### Power grid, run 1

(3 px per um) Pins as bars on the die edge.
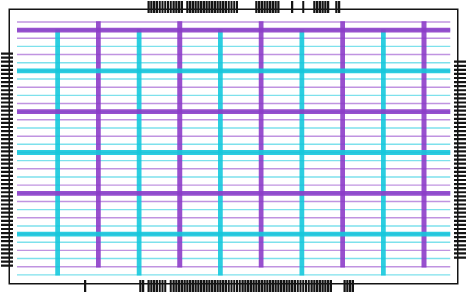
### Placed cells, one colour a class, run 1

(4 px per um) Fill, decap, tap and diode cells in grey.
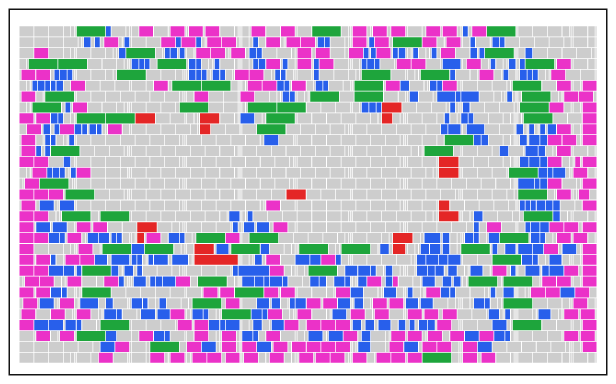
### Where the registers sit, run 1

(4 px per um)
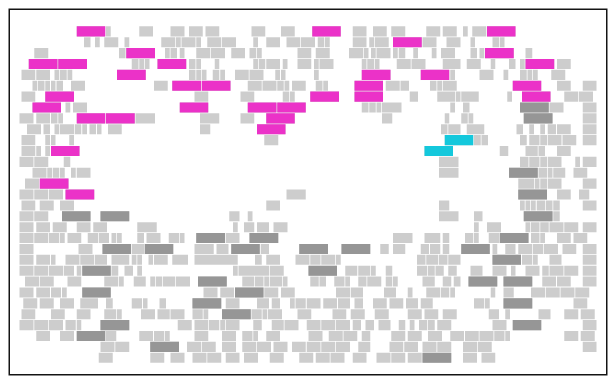
`src/rtl/fetch_pkg.sv`:
```
// Shared definitions for the instruction fetch unit.
//   state_e             - fetch FSM state encoding
//   DefaultResetPc      - default PC loaded on reset
//   compose_jump_addr() - J-type target: upper nibble of pc+4, index field, word offset
package fetch_pkg;

    typedef enum logic [1:0] {
        StIdle,
        StReq,
        StValid,
        StError
    } state_e;

    localparam logic [31:0] DefaultResetPc = 32'h0000_0000;

    function automatic logic [31:0] compose_jump_addr(input logic [31:0] pc_plus_4,
                                                      input logic [25:0] target);
        return {pc_plus_4[31:28], target, 2'b00};
    endfunction

endpackage

```
`src/rtl/fetch_unit.sv`:
```
// Instruction fetch unit: requests one instruction word at pc, holds it for the
// decode stage until it is accepted, then moves to the branch-resolved or jump PC.
//
// Ports
//   clk, rst         clock; synchronous active-high reset
//   next_pc          next PC from the external branch stage
//   jump/jump_target J-type redirect; overrides next_pc
//   stall            downstream not ready, hold the current instruction
//   imem_req/addr    instruction memory read request and address
//   imem_ready/rdata memory read data valid / data
//   pc, pc_plus_4    current instruction address and its successor
//   instr            captured instruction word
//   instr_valid      instr/pc describe a fetched instruction
//   misaligned       sticky fault: an unaligned next PC was selected
//
// RESET_PC must be word-aligned.
module fetch_unit
    import fetch_pkg::*;
#(
    parameter logic [31:0] RESET_PC = DefaultResetPc
) (
    input  logic        clk,
    input  logic        rst,
    input  logic [31:0] next_pc,
    input  logic        jump,
    input  logic [25:0] jump_target,
    input  logic        stall,
    output logic        imem_req,
    output logic [31:0] imem_addr,
    input  logic        imem_ready,
    input  logic [31:0] imem_rdata,
    output logic [31:0] pc,
    output logic [31:0] pc_plus_4,
    output logic [31:0] instr,
    output logic        instr_valid,
    output logic        misaligned
);

    state_e      state_q, state_d;
    logic [31:0] pc_q, pc_d;
    logic [31:0] instr_q, instr_d;
    logic [31:0] sel_pc;

    assign pc_plus_4 = pc_q + 32'd4;
    assign sel_pc    = jump ? compose_jump_addr(pc_plus_4, jump_target) : next_pc;

    assign pc        = pc_q;
    assign instr     = instr_q;
    // Address is only meaningful while imem_req is high; tying it to pc keeps it
    // stable for the whole request.
    assign imem_addr = pc_q;

    always_comb begin
        state_d     = state_q;
        pc_d        = pc_q;
        instr_d     = instr_q;
        imem_req    = 1'b0;
        instr_valid = 1'b0;
        misaligned  = 1'b0;

        unique case (state_q)
            StIdle: begin
                state_d = StReq;
            end
            StReq: begin
                imem_req = 1'b1;
                if (imem_ready) begin
                    instr_d = imem_rdata;
                    state_d = StValid;
                end
            end
            StValid: begin
                instr_valid = 1'b1;
                // next_pc/jump are only looked at on the edge that leaves VALID.
                if (!stall) begin
                    pc_d    = sel_pc;
                    state_d = (sel_pc[1:0] != 2'b00) ? StError : StReq;
                end
            end
            StError: begin
                // Terminal until reset; pc keeps the faulting address for debug.
                misaligned = 1'b1;
            end
            default: begin
                state_d = StIdle;
            end
        endcase
    end

    always_ff @(posedge clk) begin
        if (rst) begin
            state_q <= StIdle;
            pc_q    <= RESET_PC;
            instr_q <= '0;
        end else begin
            state_q <= state_d;
            pc_q    <= pc_d;
            instr_q <= instr_d;
        end
    end

endmodule

```
`config.mk`:
```
export PLATFORM = sky130hd
export DESIGN_NAME = fetch_unit
export DESIGN_NICKNAME = d
export VERILOG_FILES = /design/src/rtl/fetch_pkg.sv /design/src/rtl/fetch_unit.sv
export SDC_FILE = /design/constraint.sdc
export NUM_CORES = 1
export LEC_CHECK = 0
export CELL_PAD_IN_SITES_DETAIL_PLACEMENT = 0
export CELL_PAD_IN_SITES_GLOBAL_PLACEMENT = 1
export CORE_ASPECT_RATIO = 0.6
export CORE_MARGIN = 2
export CORE_UTILIZATION = 28
export CTS_BUF_LIST = sky130_fd_sc_hd__clkbuf_4 sky130_fd_sc_hd__clkbuf_8
export CTS_CLUSTER_SIZE = 40
export DETAILED_ROUTE_END_ITERATION = 8
export PLACE_DENSITY = 0.95
export RECOVER_POWER = 50
export SLEW_MARGIN = 20
export SYNTH_ARGS = -nofsm -noshare
export SYNTH_HDL_FRONTEND = slang
export SYNTH_SLANG_ARGS = --single-unit
```
`constraint.sdc`:
```
create_clock -name clk -period 6.5 [get_ports clk]
set_input_delay 1.3 -clock clk [delete_from_list [all_inputs] [get_ports clk]]
set_output_delay 1.3 -clock clk [all_outputs]
set_load 0.005 [all_outputs]
```
==> impl_metrics.json, run 1 <==
{
  "ys_sh_adder_pct": 1.77,
  "cp-start-kind": "input pin",
  "syn_area_per_cell_um2": 8.07,
  "rows": 31,
  "cts_buffers": 9,
  "synth_warnings": 0,
  "outcome": "finished, violations left",
  "portBuffers": 225,
  "dp_hpwl_um": 9430,
  "grt_first_pass_wirelength_um": 19500,
  "drtPass1Iterations": 4,
  "drv_slew": 106,
  "critPathArrivalTime_ns": 4.50,
  "worstMarginPinSlew_ns": 2.40,
  "num_antenna_cells": 0,
  "top_cell_area_share_pct": 37.4,
  "p_sw_share_pct": 26.2,
  "critPathKind": "in -> reg",
  "initCoreUtil_pct": 29.0,
  "drive_gt1_share_pct": 4.35,
  "skew_ns": 0.00572,
  "power-top-group": "sequential cells",
  "dr_total_vias": 3690,
  "clockBufferDepth": 2,
  "drt-initial-drc-count": 102,
  "edf_count": 0,
  "drv_cap": 3,
  "yosys.area.top_type": "dfxtp_1",
  "clkSinkCount": 66,
  "nFillCells": 1184,
  "grtUsageTotal_pct": 18.1,
  "xor_share_pct": 6.20,
  "openroad.warnings": 29,
  "cts_setup_buffers": 0,
  "io_pins": 226,
  "synth_cell_types": 39,
  "power_sequential_uw": 443,
  "crit_path_max_incr_delay_ns": 1.18,
  "violations": "max-capacitance violations, max-slew violations",
  "cp_cell_sequence": "dlygate4sd3_1, nor2b_1, clkbuf_1, nor2_1, a211oi_1",
  "power_density_nw_per_um2": 170,
  "gr-total-overflow": 0,
  "setup_tns_ns": 0,
  "p_clk_uw": 353,
  "synthArstFlopShare_pct": 0,
  "leakagePower_nw": 2.18,
  "ant_nets": 0,
  "peakVddDrop_mv": 0.105,
  "synthMuxAreaShare_pct": 7.68,
  "first_global_vias": 3640,
  "post-synth-top-count-cell": "nand2_1",
  "min-delay-path-class": "reg -> reg",
  "wl_um": 12300,
  "synth_cells": 438,
  "ys_area_um2": 3530,
  "core_area_um2": 12200,
  "pwr-share-seq_pct": 44.6,
  "top_cells_by_area": "dfxtp_1, nand2_1, mux2i_1",
  "clkLatencyLatePin_ns": 0.34,
  "netlist_area_um2": 3530,
  "rsz0062_at_grt": "false",
  "die_x_um": 149,
  "whs_ns": 0.454,
  "aoi_share_pct": 13.3,
  "max_slew_margin_pct": -59.7,
  "hold_viol": 0,
  "intPower_uw": 733,
  "cts_resized": 0,
  "dieArea_um2": 13600,
  "fin_crit_ns": 4.26,
  "p_sw_uw": 261
}
## Picture notes: 'Power grid'
| colour | net |
|---|---|
| purple | VDD |
| cyan | VSS |
met1 rails: 32
met4 straps: 10
rows: 31
signal pins: 226

## Picture notes: 'Placed cells, one colour a class'
| colour | class | cells | share of their area |
|---|---|---|---|
| blue | remaining logic cells | 313 | 33% |
| red | clock drivers and dummy loads | 16 | 3.6% |
| green | registers | 66 | 23% |
| magenta | remaining buffers and delay cells | 226 | 40% |
flop share of the area: 22.6%
Util after Layout: 48.0%

## Picture notes: 'Where the registers sit'
| colour | signal | flops |
|---|---|---|
| magenta | `instr` | 32 |
| cyan | `state_q` | 2 |

run 1: placed cells by master (no fill, tap or decap), drive strengths merged, types with 2 or more instances in the layout:
cell type and instances:
clkdlybuf4s50 183, nand2 77, dfxtp 66, dlygate4sd3 40
a21oi 39, nor2 38, mux2i 26, a211oi 26
xnor2 18, nand3 15, nand4 14, clkbuf 12
xor2 7, inv 6, nor3 6, ha 5
or3 5, and3 4, and4 3, a31oi 3
clkinvlp 3, nor4 3, a21bo 2, nand3b 2
nor2b 2, o21ai 2, and2 2, clkinv 2
run 1: state kept, by name, summed over array words and instances, names as in the netlist:
| signal | cells |
|---|---|
| instr | 32 |
| state_q | 2 |
| imem_addr | 32 |
run 1: path summary, 6_finish.rpt:
check | start | end | slack [ns] | cells past startpoint
hold / removal | instr[0] | instr[0] | 0.45 | 2
setup / recovery | stall | imem_addr[5] | 2.24 | 5
hold reg to reg | instr[0] | instr[0] | 0.45 | 2
setup reg to reg | state_q[1] | imem_addr[5] | 3.07 | 5
run 1: area by class of cell:
cell class	count	area (um^2)	area share, %
multi-input cells	307	1850	31.6
well taps	165	206	3.53
clock inverters	6	66.3	1.13
inverters	6	22.5	0.385
clock buffers	10	138	2.35
flip-flops and latches	66	1320	22.6
repair buffers	226	2250	38.4
run 1: layer usage:
layer | global-route usage, % | part of all wire, %
met4 | 4.92 | 1.1
met2 | 28.8 | 45
met1 | 23.5 | 46
met3 | 5.93 | 8.2
met5 | 0 | 0
run 1: stage by stage:
stage | cells | cell area [um^2] | worst slack (ns) | util (%)
floorplan | 438 | 3530 | 3.43 | -
global placement | 769 | 5640 | 2.50 | 46.3
detailed placement | 770 | 5660 | 2.40 | 46.5
CTS | 786 | 5860 | 2.00 | 48.2
global route | 786 | 5850 | 1.91 | 48.0
finish | 786 | 5850 | 2.24 | 48.0
==> run 1 -> run 2 <==
Settings changed: CORE_UTILIZATION 28 to 23, PLACE_DENSITY 0.95 to 0.85.
Clock period 6.5 ns to 3.68 ns, I/O delays scaled along.
### Where the registers sit, run 2

(4 px per um)
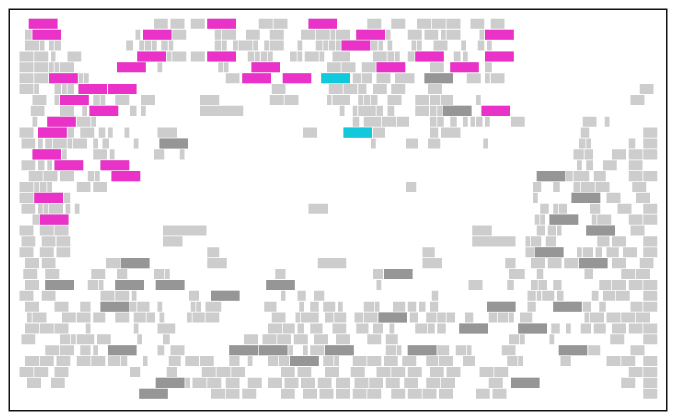
flop share of the area: 22.1%
Util after Layout: 39.4%

==> impl_metrics.json, run 2 <==
{
  "grtUsageTotal_pct": 15.6,
  "cts_setup_buffers": 0,
  "cp-start-kind": "register",
  "cts_resized": 0,
  "power-top-group": "the clock network",
  "max_slew_margin_pct": -16.7,
  "clockBufferDepth": 2,
  "portBuffers": 225,
  "rows": 35,
  "openroad.warnings": 29,
  "fin_cells": 830,
  "p_sw_share_pct": 26.1,
  "final_cell_area_um2": 5990,
  "syn_area_per_cell_um2": 8.07,
  "power_density_nw_per_um2": 321,
  "synth_cell_types": 39,
  "post-synth-top-count-cell": "nand2_1",
  "critPathKind": "reg -> out",
  "clkLatencyLatePin_ns": 0.36,
  "top_cells_by_area": "dfxtp_1, nand2_1, mux2i_1",
  "p_sw_uw": 501,
  "drc": 0,
  "setup_viol": 0,
  "dp_worst_setup_slack_ns": 0.607,
  "yosys.area.top_type": "dfxtp_1",
  "ys_seq_share_pct": 37.4,
  "synth-main-ff-cell": "dfxtp_1",
  "pwr-share-seq_pct": 40.7,
  "top_cell_area_share_pct": 37.4,
  "first_global_vias": 3574,
  "wl_um": 12700,
  "ys_area_um2": 3530,
  "synthArstFlopShare_pct": 0,
  "intPower_mw": 1.42,
  "dr_total_vias": 3727,
  "die_x_um": 164,
  "grt_max_degree": 39,
  "drt-initial-drc-count": 127,
  "hold_viol": 0,
  "clock_tree.root_cell": "clkbuf_8",
  "critPathArrivalTime_ns": 2.70,
  "leakagePower_nw": 2.27,
  "drv_cap": 1,
  "fin_crit_ns": 3.44,
  "final_cell_mix": "clkdlybuf4s50_1, nand2_1, dfxtp_1",
  "drtPass1Iterations": 4,
  "dp_hpwl_um": 9840,
  "clkSinkCount": 66,
  "p_clk_uw": 789,
  "outcome": "finished, violations left",
  "layout_setup_ws_ns": 0.243,
  "rsz0062_at_grt": "false",
  "ant_nets": 0,
  "core_area_um2": 15200,
  "min-delay-path-class": "reg -> reg",
  "grt_first_pass_wirelength_um": 19800,
  "num_antenna_cells": 0,
  "whs_ns": 0.452,
  "drive_gt1_share_pct": 5.42,
  "peakVddDrop_mv": 0.196,
  "lay_top_count": "clkdlybuf4s50_1",
  "dp_cells": 814,
  "synth_cells": 438,
  "edf_count": 0,
  "netlist_area_um2": 3530,
  "cts_buffers": 9,
  "gr-total-overflow": 0,
  "nFillCells": 1550,
  "drv_slew": 39,
  "dieArea_um2": 16400,
  "violations": "max-capacitance violations, max-slew violations"
}
## run 2: layout make-up
| type | instances | area [um^2] | share of cell area (%) |
|---|---|---|---|
| clock buffer | 9 | 124 | 2.07 |
| clock inverter | 7 | 125 | 2.09 |
| inverter | 6 | 22.5 | 0.376 |
| multi-input combinational | 307 | 1840 | 30.8 |
| sequential | 66 | 1320 | 22.1 |
| tap | 203 | 254 | 4.24 |
| timing repair buffer | 232 | 2300 | 38.4 |
## run 2: logic make-up (layout without fill, tap and decap cells)
| group | Yosys count | count (layout) | share of synthesized area, % |
|---|---|---|---|
| AOI/OAI and AO/OA | 76 | 76 | 13.3 |
| xor gates and xnor gates | 25 | 25 | 6.20 |
| adders and majority gates | 5 | 5 | 1.77 |
| buffers and inverters | 65 | 254 | 10.6 |
| DFF | 66 | 66 | 37.4 |
| muxes | 27 | 27 | 7.68 |
| and+or+nand+nor | 174 | 174 | 23.1 |
## run 2: worst paths after layout
| path | start | endpoint | slack [ns] | cells past startpoint |
|---|---|---|---|---|
| worst max-delay path | imem_addr[2] | pc_plus_4[31] | 0.24 | 5 |
| worst min-delay path | instr[15] | instr[15] | 0.45 | 2 |
| worst max register to register | state_q[0] | imem_addr[2] | 1.22 | 6 |
| worst min register to register | instr[15] | instr[15] | 0.45 | 2 |
## run 2: critical path, cell delays in order (launching register included)
cell and delay, ns:
dfxtp_1 0.49, nand3_1 0.20, nor3_2 0.59, and4_1 0.37, xor2_1 0.16, clkdlybuf4s50_1 0.52
## run 2: per-layer routing
layer	wire length (um)	GRT usage, %
met5	0	0
met4	132	4.32
met3	1270	6.32
met2	5340	23.5
met1	5980	20.8
No activity file was given, so power comes from the tool's default toggle rates.
